$ cat src/rtl/store_align_buffer.sv
// store_align_buffer
//   Store-side byte-lane aligner and write buffer. Incoming sw/sh/sb requests
//   are replicated into byte lanes with matching write strobes. Misaligned
//   requests are dropped and reported. Aligned requests are queued in a small
//   FIFO and drained to data memory over a valid/ready handshake.
//
// Ports
//   clk, reset            system clock, synchronous active-high reset
//   st_valid/st_ready     request handshake from the core
//   st_addr, st_data      byte address, right-justified store data
//   st_sel                000 sw, 001 sb, 010 sh, others treated as sw
//   mem_valid/mem_ready   handshake toward data memory
//   mem_addr              word-aligned address of the head entry
//   mem_wdata, mem_wstrb  lane-aligned data and byte enables of the head entry
//   misalign, err_addr    one-cycle drop pulse, address of last dropped request
//   busy                  buffer holds at least one store
module store_align_buffer #(
   parameter int DEPTH = 2,
   parameter int PTR_W = 1
) (
   input  logic        clk,
   input  logic        reset,
   input  logic        st_valid,
   output logic        st_ready,
   input  logic [31:0] st_addr,
   input  logic [31:0] st_data,
   input  logic [2:0]  st_sel,
   output logic        mem_valid,
   input  logic        mem_ready,
   output logic [31:0] mem_addr,
   output logic [31:0] mem_wdata,
   output logic [3:0]  mem_wstrb,
   output logic        misalign,
   output logic [31:0] err_addr,
   output logic        busy
);

   localparam int CNT_W = PTR_W + 1;

   logic [PTR_W-1:0] wr_ptr;
   logic [PTR_W-1:0] rd_ptr;
   logic [CNT_W-1:0] count;

   logic [29:0] fifo_addr [0:DEPTH-1];
   logic [31:0] fifo_data [0:DEPTH-1];
   logic [3:0]  fifo_strb [0:DEPTH-1];

   logic        accept;
   logic        bad;
   logic        push;
   logic        pop;
   logic [1:0]  off;
   logic [31:0] al_data;
   logic [3:0]  al_strb;

   assign off = st_addr[1:0];

   always_comb begin
      al_data = st_data;
      al_strb = 4'b1111;
      bad     = (off != 2'b00);
      case (st_sel)
         3'b001: begin
            al_data = {4{st_data[7:0]}};
            al_strb = 4'b0001 << off;
            bad     = 1'b0;
         end
         3'b010: begin
            al_data = {2{st_data[15:0]}};
            al_strb = 4'b0011 << off;
            bad     = off[0];
         end
         default: begin
            al_data = st_data;
            al_strb = 4'b1111;
            bad     = (off != 2'b00);
         end
      endcase
   end

   // Readiness depends only on occupancy, never on mem_ready: no pass-through when full.
   assign st_ready  = (count != CNT_W'(DEPTH));
   assign accept    = st_valid && st_ready;
   assign push      = accept && !bad;
   assign mem_valid = (count != '0);
   assign pop       = mem_valid && mem_ready;
   assign busy      = mem_valid;

   // Head entry is masked to zero when empty so stale slots never leak out.
   assign mem_addr  = mem_valid ? {fifo_addr[rd_ptr], 2'b00} : 32'h0;
   assign mem_wdata = mem_valid ? fifo_data[rd_ptr] : 32'h0;
   assign mem_wstrb = mem_valid ? fifo_strb[rd_ptr] : 4'h0;

   always_ff @(posedge clk) begin
      if (reset) begin
         wr_ptr   <= '0;
         rd_ptr   <= '0;
         count    <= '0;
         misalign <= 1'b0;
         err_addr <= 32'h0;
         for (int i = 0; i < DEPTH; i++) begin
            fifo_addr[i] <= '0;
            fifo_data[i] <= '0;
            fifo_strb[i] <= '0;
         end
      end else begin
         if (push) begin
            fifo_addr[wr_ptr] <= st_addr[31:2];
            fifo_data[wr_ptr] <= al_data;
            fifo_strb[wr_ptr] <= al_strb;
            wr_ptr            <= wr_ptr + PTR_W'(1);
         end
         if (pop) begin
            rd_ptr <= rd_ptr + PTR_W'(1);
         end
         case ({push, pop})
            2'b10:   count <= count + CNT_W'(1);
            2'b01:   count <= count - CNT_W'(1);
            default: count <= count;
         endcase
         misalign <= accept && bad;
         if (accept && bad) begin
            err_addr <= st_addr;
         end
      end
   end

endmodule

$ cat config.mk
export PLATFORM = sky130hd
export DESIGN_NAME = store_align_buffer
export DESIGN_NICKNAME = d
export VERILOG_FILES = /design/src/rtl/store_align_buffer.sv
export SDC_FILE = /design/constraint.sdc
export NUM_CORES = 1
export LEC_CHECK = 0
export ABC_AREA = 1
export CAP_MARGIN = 20
export CELL_PAD_IN_SITES_DETAIL_PLACEMENT = 2
export CELL_PAD_IN_SITES_GLOBAL_PLACEMENT = 2
export CORE_MARGIN = 5
export CORE_UTILIZATION = 30
export CTS_CLUSTER_SIZE = 14
export DETAILED_ROUTE_END_ITERATION = 12
export PLACE_DENSITY_LB_ADDON = 0.25
export SLEW_MARGIN = 30
export SYNTH_ARGS = -nofsm -noshare
export SYNTH_HDL_FRONTEND = slang
export SYNTH_SLANG_ARGS = --single-unit
$ cat constraint.sdc
create_clock -name clk -period 4.05 [get_ports clk]
set_input_delay 0.81 -clock clk [delete_from_list [all_inputs] [get_ports clk]]
set_output_delay 0.81 -clock clk [all_outputs]
set_load 0.005 [all_outputs]
==> run_1/m1.png <==
The bar under the picture is 50 µm long. Cells faint in the background.
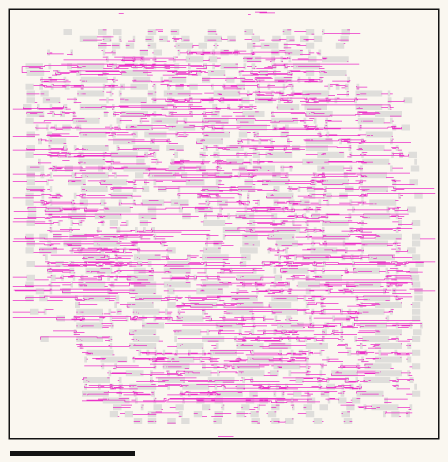
share of all routed wire = 42%
longest straight run = 68.1 µm
main direction = horizontal
nets with wire on the layer = 970
wire length on this layer = 11000 µm
Routed WL: 26.2 mm
detailed-route via count: 6455
met1 Use GR: 0.220

==> run_1/clock_nets.png <==
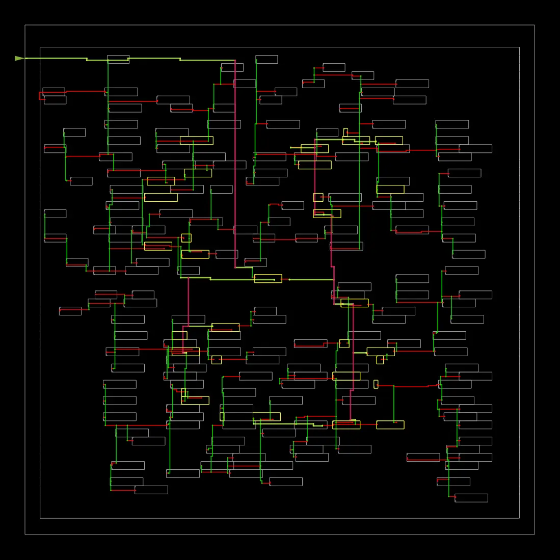
Worst Skew: 0.0126 ns
Clk. pwr: 1.76 mW
# clk buffers: 24
registers: 170

==> run_1/m3.png <==
The bar under the picture is 50 µm long.
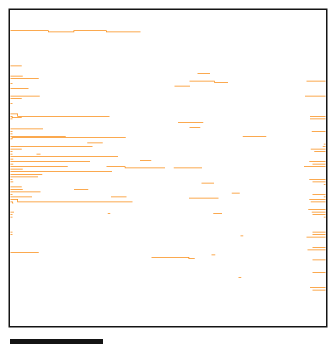
wire length on this layer = 1130 µm
nets with wire on the layer = 85
share of all routed wire = 4.3%
main direction = horizontal
longest straight run = 61.9 µm
GR Util met3: 0.0434

==> run_1/m2.png <==
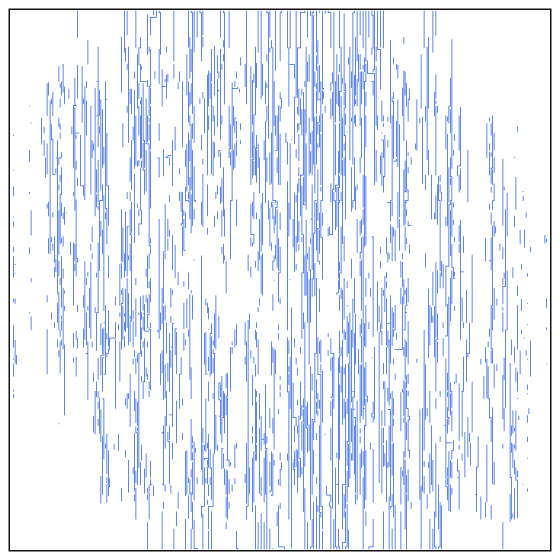
share of all routed wire = 53%
nets with wire on the layer = 956
met2 Usage GRT: 0.334

==> out/results.ini, run 1 <==
[final_layout]
syn_to_final_growth_pct=34.8
fin_cells=1346
design_area_mm2=0.0104
final_core_utilization=0.412
layout.cells.most_common=nand2_1
nets=1075
drive_gt1_frac=0.0758
inverters_excl_clock=67
antenna_cells=0
buf_share=0.183
largest_class=flip-flops and latches
final_cell_mix=nand2_1 (186), nor2_1 (184), clkdlybuf4s50_1 (172)
seq_area_frac=0.453
sh_comb_area=0.240
clkCellAreaFrac=0.0609
seqCellArea_mm2=0.00473
fillCellCount=2772
logic_area_mm2=0.00250
nMultiInputCombCells=560

[placed_design]
io_buffer_count=172
post-place-cells=1314
placed_cell_area_mm2=0.00980
preCtsSetupSlack_ns=0.651
gp_congestion=0.746
dpl.hpwl_mm=17.4

[sta]
timing.setup.tns_ns=0
max_slew_margin=0.449
fin_crit_sh=0.782
tightest_slew_ns=0.826
hold_ws_ns=0.461
fmax_ghz=0.316
rsz0062_at_grt=false
slew_violations=0
hold_viol_final=0
layout_setup_ws_ns=0.881
fin_crit_ns=3.17

[synthesis]
syn_area_per_cell_um2=9.02
synth_cell_types=27
xor_share=0
ys_sh_mux=0
yosysCellCount=858
simple_gate_area_frac=0.233
aoi_share=0.0819
synthCells=858
ys_seq_frac=0.610
ys_chip_area_mm2=0.00774
synth_area_mm2=0.00774
ys_sh_adder=0.00162
synthTopLogicFamily=simple AND/OR/NAND/NOR gates
synth_flops=170
ys_warn_count=0

[critical_path]
arrival_ns=2.36
rrSetupSlack_ns=1.98
critPathKind=reg -> out
critPathBufInv=3
critPathCaptureType=output pin
worstReg2RegStart=count[0]
worstPathCellList=inv_2 -> buf_12 -> nand2_1 -> a21oi_1 -> clkdlybuf4s50_1
crit_family=buffers and inverters
cp_data_required_time_ns=3.24
crit_fanout=61
rr_worst_depth=5
crit_path_start_kind=register
cp-endpoint=mem_wdata[24]
cp.depth=5

[route]
drtIter0Drc=281
firstDrtPassIters=4
vias_per_cell=4.80
met1_length_mm=11.0
drc=0
wire_per_inst_um=19.5
routed-wl-met3_mm=1.13

[floorplan]
die_x_um=171
n_tap_cell=330
die_y_um=171
initCoreUtil=0.306

[power_and_ir_drop]
p_seq_frac=0.430
power_leader=sequential cells
p_sw_mw=1.30
power_combinational_mw=0.983
p_comb_frac=0.205
swShare=0.271
power_density_mw_per_mm2=460
irDropWorstVdd_uv=232
intPower_mw=3.50
power.total_mw=4.81
power.share.clock=0.366
power.leakage_nw=4.11

[run]
cap_violations=0
openroad.warnings=26

[run_status]
status=completed

[worst_hold_path]
min_to=rd_ptr
min_from=rd_ptr

[grt]
grt_pass1_vias=7354
antenna_found_initial=1
grt_busiest_layer=met2
grt_max_degree=68
globalRouteTotalUtil=0.183
grt_overflow=0
grt_pass1_wl_mm=41.1

[clock_tree]
htree_levels=4
post_cts_resize_count=0
clockBufferDepth=2
cts.clk_slew.worst_paths_ns=0.06
cts-buffers-inserted=17
post_cts_buffers=0
root_buffer=clkbuf_16
ctsHoldBuffers=0
clock_latency_ns=0.43

run 1: cells in the mapped netlist, drive strengths merged:
library cell,instances,share of area
nor2,203,0.10
nand2,191,0.094
edfxtp,132,0.51
a21oi,102,0.066
inv,67,0.032
dfxtp,38,0.098
nand4,34,0.028
clkbuf,33,0.016
buf,29,0.024
o21ai,11,0.0071
o22ai,8,0.0065
nand3,4,0.0045
a21boi,2,0.0024
and3,1,0.00081
conb,1,0.00048
ha,1,0.0016
nor3,1,0.00065
run 1: sequential cells by signal, indices dropped and copies added, names as in the netlist, named ones only:
name and cells:
count 2, err_addr 32, fifo_addr 60, fifo_data 64, fifo_strb 8, misalign 1
rd_ptr 1, wr_ptr 1
==> run 2, diff against run 1 <==
==> constraint.sdc (replaced) <==
create_clock -name clk -period 3.07 [get_ports clk]
set_input_delay 0.614 -clock clk [delete_from_list [all_inputs] [get_ports clk]]
set_output_delay 0.614 -clock clk [all_outputs]
set_load 0.005 [all_outputs]
==> run_2/m3.png <==
The bar under the picture is 50 µm long.
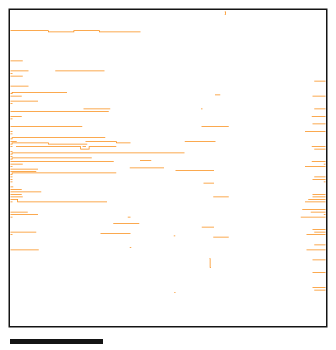
nets with wire on the layer = 84
share of all routed wire = 4.8%
longest straight run = 92.9 µm
main direction = horizontal
GR Util met3: 0.0462
Routed WL: 26.3 mm
detailed-route via count: 6474

==> run_2/m2.png <==
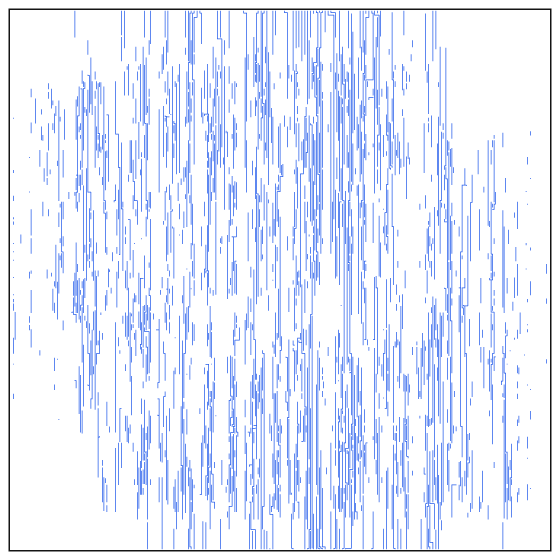
longest straight run = 73.4 µm
main direction = vertical
wire length on this layer = 13600 µm
nets with wire on the layer = 957
met2 Usage GRT: 0.330

==> run 2 against run 1 <==
Compared with the run above:
- synthesized cell count stayed put
- critical path depth stayed put
- total power is 28% higher
- die size stayed put
- first-iteration DRC count is 13% lower
- critical endpoint is now mem_addr[10]
- sequential power is 32% higher
- combinational power is 37% higher
- sequential share of layout area is 0.092 points lower
- largest cell class unchanged
==> out/results.ini, run 2 <==
[worst_hold_path]
hold_path_class=reg -> reg

[synthesis]
enable_flop_cells=132  ; unchanged
topCellsByArea=edfxtp_1 (51%), dfxtp_1 (9.8%), nand2_1 (9.1%), nor2_1 (9.0%), a21oi_1 (6.6%)
synth_area_leader_cell=edfxtp_1
synth_flops=170  ; unchanged
synth_area_mm2=0.00774  ; unchanged
ys_sh_adder=0.00162  ; unchanged
yosys-top-cells-count=nand2_1 (188), nor2_1 (185), edfxtp_1 (132)
ys_sh_mux=0  ; unchanged
async_flop_share=0  ; unchanged
synth_cell_types=27  ; unchanged
xor_share=0  ; unchanged
ys_warn_count=0  ; unchanged
ys_chip_area_mm2=0.00774  ; unchanged
ys_seq_frac=0.610  ; unchanged
simple_gate_area_frac=0.233  ; unchanged
aoi_share=0.0819  ; unchanged
ff_type=edfxtp_1
synthTopLogicFamily=simple AND/OR/NAND/NOR gates
synthCells=858  ; unchanged
yosysCellCount=858  ; unchanged
syn_area_per_cell_um2=9.02  ; unchanged
synth.top_cell.area_share=0.512  ; unchanged
synth.most_common_cell=nand2_1

[sta]
rsz0062_at_grt=false
fin_crit_sh=0.935
fmax_ghz=0.348
hold_viol_final=0  ; unchanged
slew_violations=0  ; unchanged
timing.setup.tns_ns=0  ; unchanged
fin_crit_ns=2.87
setup_viol=0
layout_setup_ws_ns=0.198  ; -0.683 ns
hold_ws_ns=0.462  ; +0.000571 ns
finalClockSkew_ns=0.00875  ; -0.00386 ns

[route]
vias_per_cell=4.77  ; -0.59%
met2_length_mm=13.6
routed.top_layer=met4
drtIter0Drc=244  ; -13%
firstDrtPassIters=4  ; unchanged
wire_per_inst_um=19.4  ; -0.47%
drtAntennaViolNets=0
routed-wl-met3_mm=1.27  ; +12%
drc=0  ; unchanged
met1_length_mm=11.2  ; +1.2%

[final_layout]
drive_gt1_frac=0.0905  ; +0.0147
largest_reg_flops=64  ; unchanged
fillCellCount=2783  ; +0.40%
logic_area_mm2=0.00250  ; unchanged
seqCellArea_mm2=0.00473  ; unchanged
largestRegisters=fifo_data x64, fifo_addr x60, err_addr x32
design_area_mm2=0.0105  ; +0.20%
fin_cells=1358  ; +0.89%
regMostFlops=fifo_data
nets=1087  ; +1.1%
final_core_utilization=0.413  ; +0.000840
final_cell_mix=nand2_1 (186), nor2_1 (184), clkdlybuf4s50_1 (172)
antenna_cells=0  ; unchanged
layout.cells.most_common=nand2_1
syn_to_final_growth_pct=35.1

[critical_path]
cp_data_required_time_ns=2.46  ; -0.78 ns
critical-path-slowest-cell=clkdlybuf4s50_1
crit_fanout=20  ; -67%
crit_path_start_kind=register
critPathKind=reg -> out
arrival_ns=2.26  ; -0.10 ns
worstPathCellList=inv_2 -> buf_4 -> nand2_1 -> a21oi_1 -> clkdlybuf4s50_1
slowest_delay_ns=0.54
critPathBufInv=3  ; unchanged
critPathCaptureType=output pin
crit_family=buffers and inverters

[clock_tree]
clockBufferDepth=2  ; unchanged
cts-buffers-inserted=17  ; unchanged
cts.clk_slew.worst_paths_ns=0.07  ; about the same
cts_tree=built
post_cts_resize_count=0  ; unchanged
ctsHoldBuffers=0  ; unchanged
clock_latency_ns=0.43  ; about the same
cts_sinks=170
htree_levels=4  ; unchanged
root_buffer=clkbuf_16
post_cts_buffers=0  ; unchanged

[power_and_ir_drop]
p_sw_mw=1.82  ; +40%
p_comb_frac=0.220  ; +0.015
power_leader=sequential cells
swShare=0.297  ; +0.0262
p_seq_frac=0.442  ; +0.012
intPower_mw=4.31  ; +23%
power.total_mw=6.13  ; +28%
power.leakage_nw=4.13  ; +0.59%
power_density_mw_per_mm2=586  ; +27%
powerSeq_mw=2.71
p_clk_mw=2.07  ; +18%
power_combinational_mw=1.35  ; +37%
power.share.clock=0.337  ; -0.029
irDropWorstVdd_uv=348  ; +50%

[grt]
globalRouteTotalUtil=0.184  ; +0.00107
grt_pass1_vias=7245  ; -1.5%
grt_busiest_layer=met2
grt_pass1_wl_mm=41.2  ; +0.20%
grt_overflow=0  ; unchanged
antenna_found_initial=0  ; -1
grt_max_degree=67  ; -1.5%

[placed_design]
preCtsSetupSlack_ns=0.401  ; -0.250 ns
placed_cell_area_mm2=0.00990  ; +1.0%
dpl.hpwl_mm=18.4  ; +6.0%
post-place-cells=1326  ; +0.91%
gp_congestion=0.771  ; +3.3%
io_buffer_count=172  ; unchanged

[run]
cap_violations=0  ; unchanged
openroad.warnings=26  ; unchanged

[floorplan]
chipArea_mm2=0.0291
io_pins=175
row_count=58
initCoreUtil=0.306  ; unchanged
die_y_um=171  ; unchanged
coreArea_mm2=0.0253
die_x_um=171  ; unchanged

[run_status]
status=completed

==> run_2/m1.png <==
The bar under the picture is 50 µm long. Cells faint in the background.
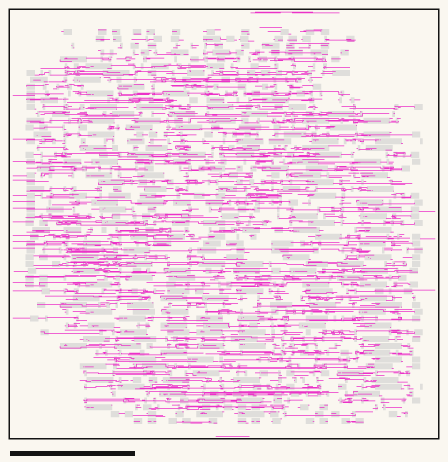
main direction = horizontal
share of all routed wire = 42%
nets with wire on the layer = 993
wire length on this layer = 11200 µm
met1 Use GR: 0.224

run 2: cell type report:
cell class / count / area share
tap: 330 / 0.0395
multi-input combinational: 560 / 0.239
clock inverter: 15 / 0.0123
inverter: 67 / 0.0240
clock buffer: 17 / 0.0407
sequential: 170 / 0.452
timing repair buffer: 199 / 0.192
run 2: path summary, 6_finish.rpt:
check | from | end | slack, ns | depth (start not counted)
setup / recovery | register | mem_addr[10] | 0.20 | 5
setup reg to reg | count[1] | count[1] | 0.88 | 9
hold / removal | rd_ptr | register | 0.46 | 1
hold reg to reg | rd_ptr | register | 0.46 | 1
run 2: worst reg2reg max path: cells and delay by family (launching register included):
family,cells,cell delay [ns]
AND-OR/OR-AND,1,0.09
adder cells (fa/ha/maj),1,0.32
buffers and inverters,3,0.46
flip-flops,1,0.41
AND/OR/NAND/NOR,4,0.83
==> run 3, diff against run 2 <==
--- a/config.mk
+++ b/config.mk
@@ -9,12 +9,12 @@
 export CAP_MARGIN = 20
 export CELL_PAD_IN_SITES_DETAIL_PLACEMENT = 2
 export CELL_PAD_IN_SITES_GLOBAL_PLACEMENT = 2
-export CORE_MARGIN = 5
 export CORE_UTILIZATION = 30
 export CTS_CLUSTER_SIZE = 14
 export DETAILED_ROUTE_END_ITERATION = 12
+export GPL_ROUTABILITY_DRIVEN = 1
 export PLACE_DENSITY_LB_ADDON = 0.25
-export SLEW_MARGIN = 30
+export SLEW_MARGIN = 20
 export SYNTH_ARGS = -nofsm -noshare
 export SYNTH_HDL_FRONTEND = slang
 export SYNTH_SLANG_ARGS = --single-unit
==> run_3/m3.png <==
The bar under the picture is 50 µm long.
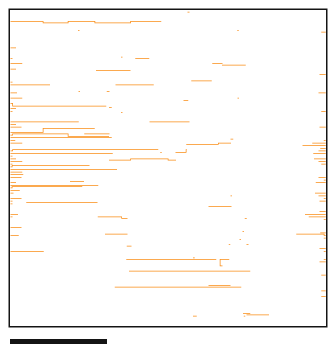
main direction = horizontal
longest straight run = 74.8 µm
wire length on this layer = 1360 µm
nets with wire on the layer = 99
GR Util met3: 0.0494
detailed-route via count: 6576
Routed WL: 25.8 mm

==> run_3/m4.png <==
The bar under the picture is 50 µm long.
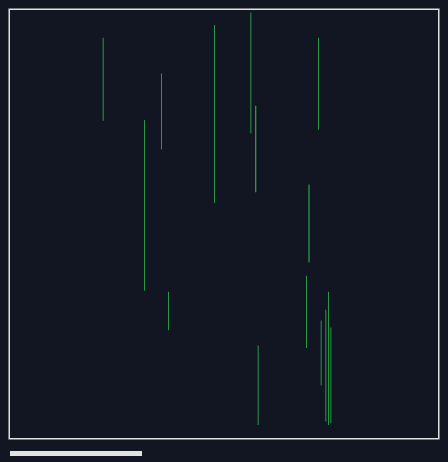
nets with wire on the layer = 11
share of all routed wire = 2.2%
main direction = vertical

==> run 3 against run 2 <==
Compared with the run above:
- setup slack worse by 0.095 ns
- critical path depth fell by 1
- count of clock-buffer cells in the layout up 7
- non-clock buffer count decreased by 3
- synthesized cell count unchanged
- global-route usage is 1.8 points higher
- critical endpoint is now mem_wdata[8]
- largest cell class unchanged
- largest power group unchanged
==> out/results.ini, run 3 <==
[critical_path]
rr_worst_depth=9  ; unchanged
rr_endpoint=count[1]
crit_family=buffers and inverters
cp_data_required_time_ns=2.46  ; about the same
crit_fanout=24  ; +20%
critPathKind=reg -> out
crit_path_start_kind=register
critPathBufInv=2  ; -1
arrival_ns=2.35  ; +0.09 ns
worstReg2RegStart=count[1]
critPathCaptureType=output pin
critPathLaunch=count[1]
rrSetupSlack_ns=0.63  ; -0.25 ns
critical-path-slowest-cell=nor2_4
slowest_delay_ns=0.61  ; +0.07 ns
cp-endpoint=mem_wdata[8]
cp.depth=4  ; -1
worstPathCellList=nor2_4 -> buf_4 -> a21oi_1 -> clkdlybuf4s50_1

[sta]
fmax_ghz=0.337  ; -3.2%
slew_violations=0  ; unchanged
timing.setup.tns_ns=0  ; unchanged
hold_viol_final=0  ; unchanged
fin_crit_ns=2.97  ; +0.0953 ns
layout_setup_ws_ns=0.103  ; -0.0953 ns
fin_crit_sh=0.966  ; +0.0310
finalClockSkew_ns=0.00814  ; -0.000609 ns
hold_ws_ns=0.460  ; -0.00180 ns
setup_viol=0  ; unchanged
rsz0062_at_grt=false
max_slew_margin=0.507
tightest_slew_ns=0.738

[synthesis]
synth.top_cell.area_share=0.512  ; unchanged
synth_flops=170  ; unchanged
ys_seq_frac=0.610  ; unchanged
enable_flop_cells=132  ; unchanged
ff_type=edfxtp_1
syn_area_per_cell_um2=9.02  ; unchanged
synth_area_mm2=0.00774  ; unchanged
simple_gate_area_frac=0.233  ; unchanged
synthTopLogicFamily=simple AND/OR/NAND/NOR gates
ys_chip_area_mm2=0.00774  ; unchanged
yosysCellCount=858  ; unchanged
synthCells=858  ; unchanged
ys_warn_count=0  ; unchanged
synth_cell_types=27  ; unchanged
aoi_share=0.0819  ; unchanged
synth.most_common_cell=nand2_1
ys_sh_adder=0.00162  ; unchanged
topCellsByArea=edfxtp_1 (51%), dfxtp_1 (9.8%), nand2_1 (9.1%), nor2_1 (9.0%), a21oi_1 (6.6%)
xor_share=0  ; unchanged
yosys-top-cells-count=nand2_1 (188), nor2_1 (185), edfxtp_1 (132)
async_flop_share=0  ; unchanged
synth_area_leader_cell=edfxtp_1
ys_sh_mux=0  ; unchanged

[route]
met2_length_mm=12.8  ; -5.7%
routed-wl-met3_mm=1.36  ; +6.9%
firstDrtPassIters=4  ; unchanged
drc=0  ; unchanged
met1_length_mm=11.1  ; -0.59%
routed.top_layer=met4
vias_per_cell=4.85  ; +1.8%
drtAntennaViolNets=0  ; unchanged
wire_per_inst_um=19.1  ; -1.5%
drtIter0Drc=221  ; -9.4%

[floorplan]
initCoreUtil=0.307  ; +0.000878
chipArea_mm2=0.0265  ; -9.2%
row_count=58  ; unchanged
die_x_um=163  ; -4.7%
io_pins=175  ; unchanged
die_y_um=163  ; -4.7%
coreArea_mm2=0.0253  ; -0.29%

[clock_tree]
ctsHoldBuffers=0  ; unchanged
post_cts_resize_count=0  ; unchanged
clockBufferDepth=2  ; unchanged
root_buffer=clkbuf_16
cts-buffers-inserted=17  ; unchanged
clock_latency_ns=0.43  ; about the same
cts.clk_slew.worst_paths_ns=0.06  ; about the same
post_cts_buffers=0  ; unchanged
cts_sinks=170  ; unchanged
cts_tree=built
htree_levels=4  ; unchanged

[power_and_ir_drop]
power.total_mw=6.29  ; +2.7%
irDropWorstVdd_uv=247  ; -29%
power_density_mw_per_mm2=600  ; +2.3%
power.leakage_nw=4.14  ; +0.27%

[placed_design]
io_buffer_count=172  ; unchanged
preCtsSetupSlack_ns=0.361  ; -0.0398 ns
post-place-cells=1323  ; -0.23%
dpl.hpwl_mm=16.8  ; -8.8%
placed_cell_area_mm2=0.00988  ; -0.23%
gp_congestion=0.737  ; -4.4%

[final_layout]
fillCellCount=2795  ; +0.43%
largest_reg_flops=64  ; unchanged
drive_gt1_frac=0.0829  ; -0.00754
syn_to_final_growth_pct=35.5
final_cell_mix=nand2_1 (186), nor2_1 (184), clkdlybuf4s50_1 (172)
fin_cells=1355  ; -0.22%
layout.cells.most_common=nand2_1
logic_area_mm2=0.00250  ; unchanged
seqCellArea_mm2=0.00473  ; unchanged
regMostFlops=fifo_data
final_core_utilization=0.415  ; +0.00252
antenna_cells=0  ; unchanged
design_area_mm2=0.0105  ; +0.32%
largestRegisters=fifo_data x64, fifo_addr x60, err_addr x32
nets=1084  ; -0.28%

[grt]
grt_pass1_wl_mm=39.8  ; -3.4%
grt_busiest_layer=met2
globalRouteTotalUtil=0.202  ; +0.0177
grt_overflow=0  ; unchanged
grt_max_degree=67  ; unchanged
use_met2=0.347  ; +0.0170
antenna_found_initial=1  ; +1
grt_pass1_vias=7043  ; -2.8%

[worst_hold_path]
hold_path_class=reg -> reg
whs_path_depth=1  ; unchanged
min_from=rd_ptr

[run]
cap_violations=0  ; unchanged
openroad.warnings=26  ; unchanged

[run_status]
status=completed

==> run_3/m1.png <==
The bar under the picture is 50 µm long. Cells faint in the background.
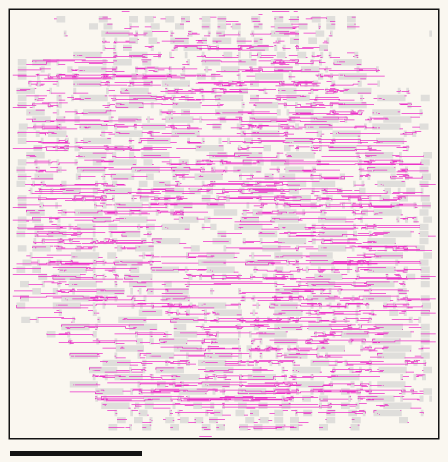
wire length on this layer = 11100 µm
main direction = horizontal
longest straight run = 70.8 µm
share of all routed wire = 43%
met1 Use GR: 0.246

-- run 3: layout make-up --
type	count	share of cell area
sequential	170	0.450
multi-input combinational	560	0.238
timing repair buffer	196	0.190
clock buffer	24	0.0481
tap	330	0.0394
inverter	67	0.0240
clock inverter	8	0.0101
-- run 3: where the power goes --
part	internal [mW]	total, mW	switching [mW]	leakage, nW
Clock	1.32	2.24	0.911	0.293
Sequential	2.64	2.71	0.0677	1.68
Combinational	0.589	1.35	0.759	2.17
Total	4.56	6.29	1.74	4.14
-- run 3: kinds of logic (layout without fill, tap and decap cells) --
logic type	after synthesis	after routing
DFF	170	170
AOI/OAI and AO/OA	123	123
adders and majority gates	1	1
and+or+nand+nor	434	434
other	1	2
buffers and inverters	129	295
Power figures rest on the tool's default switching activity, not on a simulated workload.
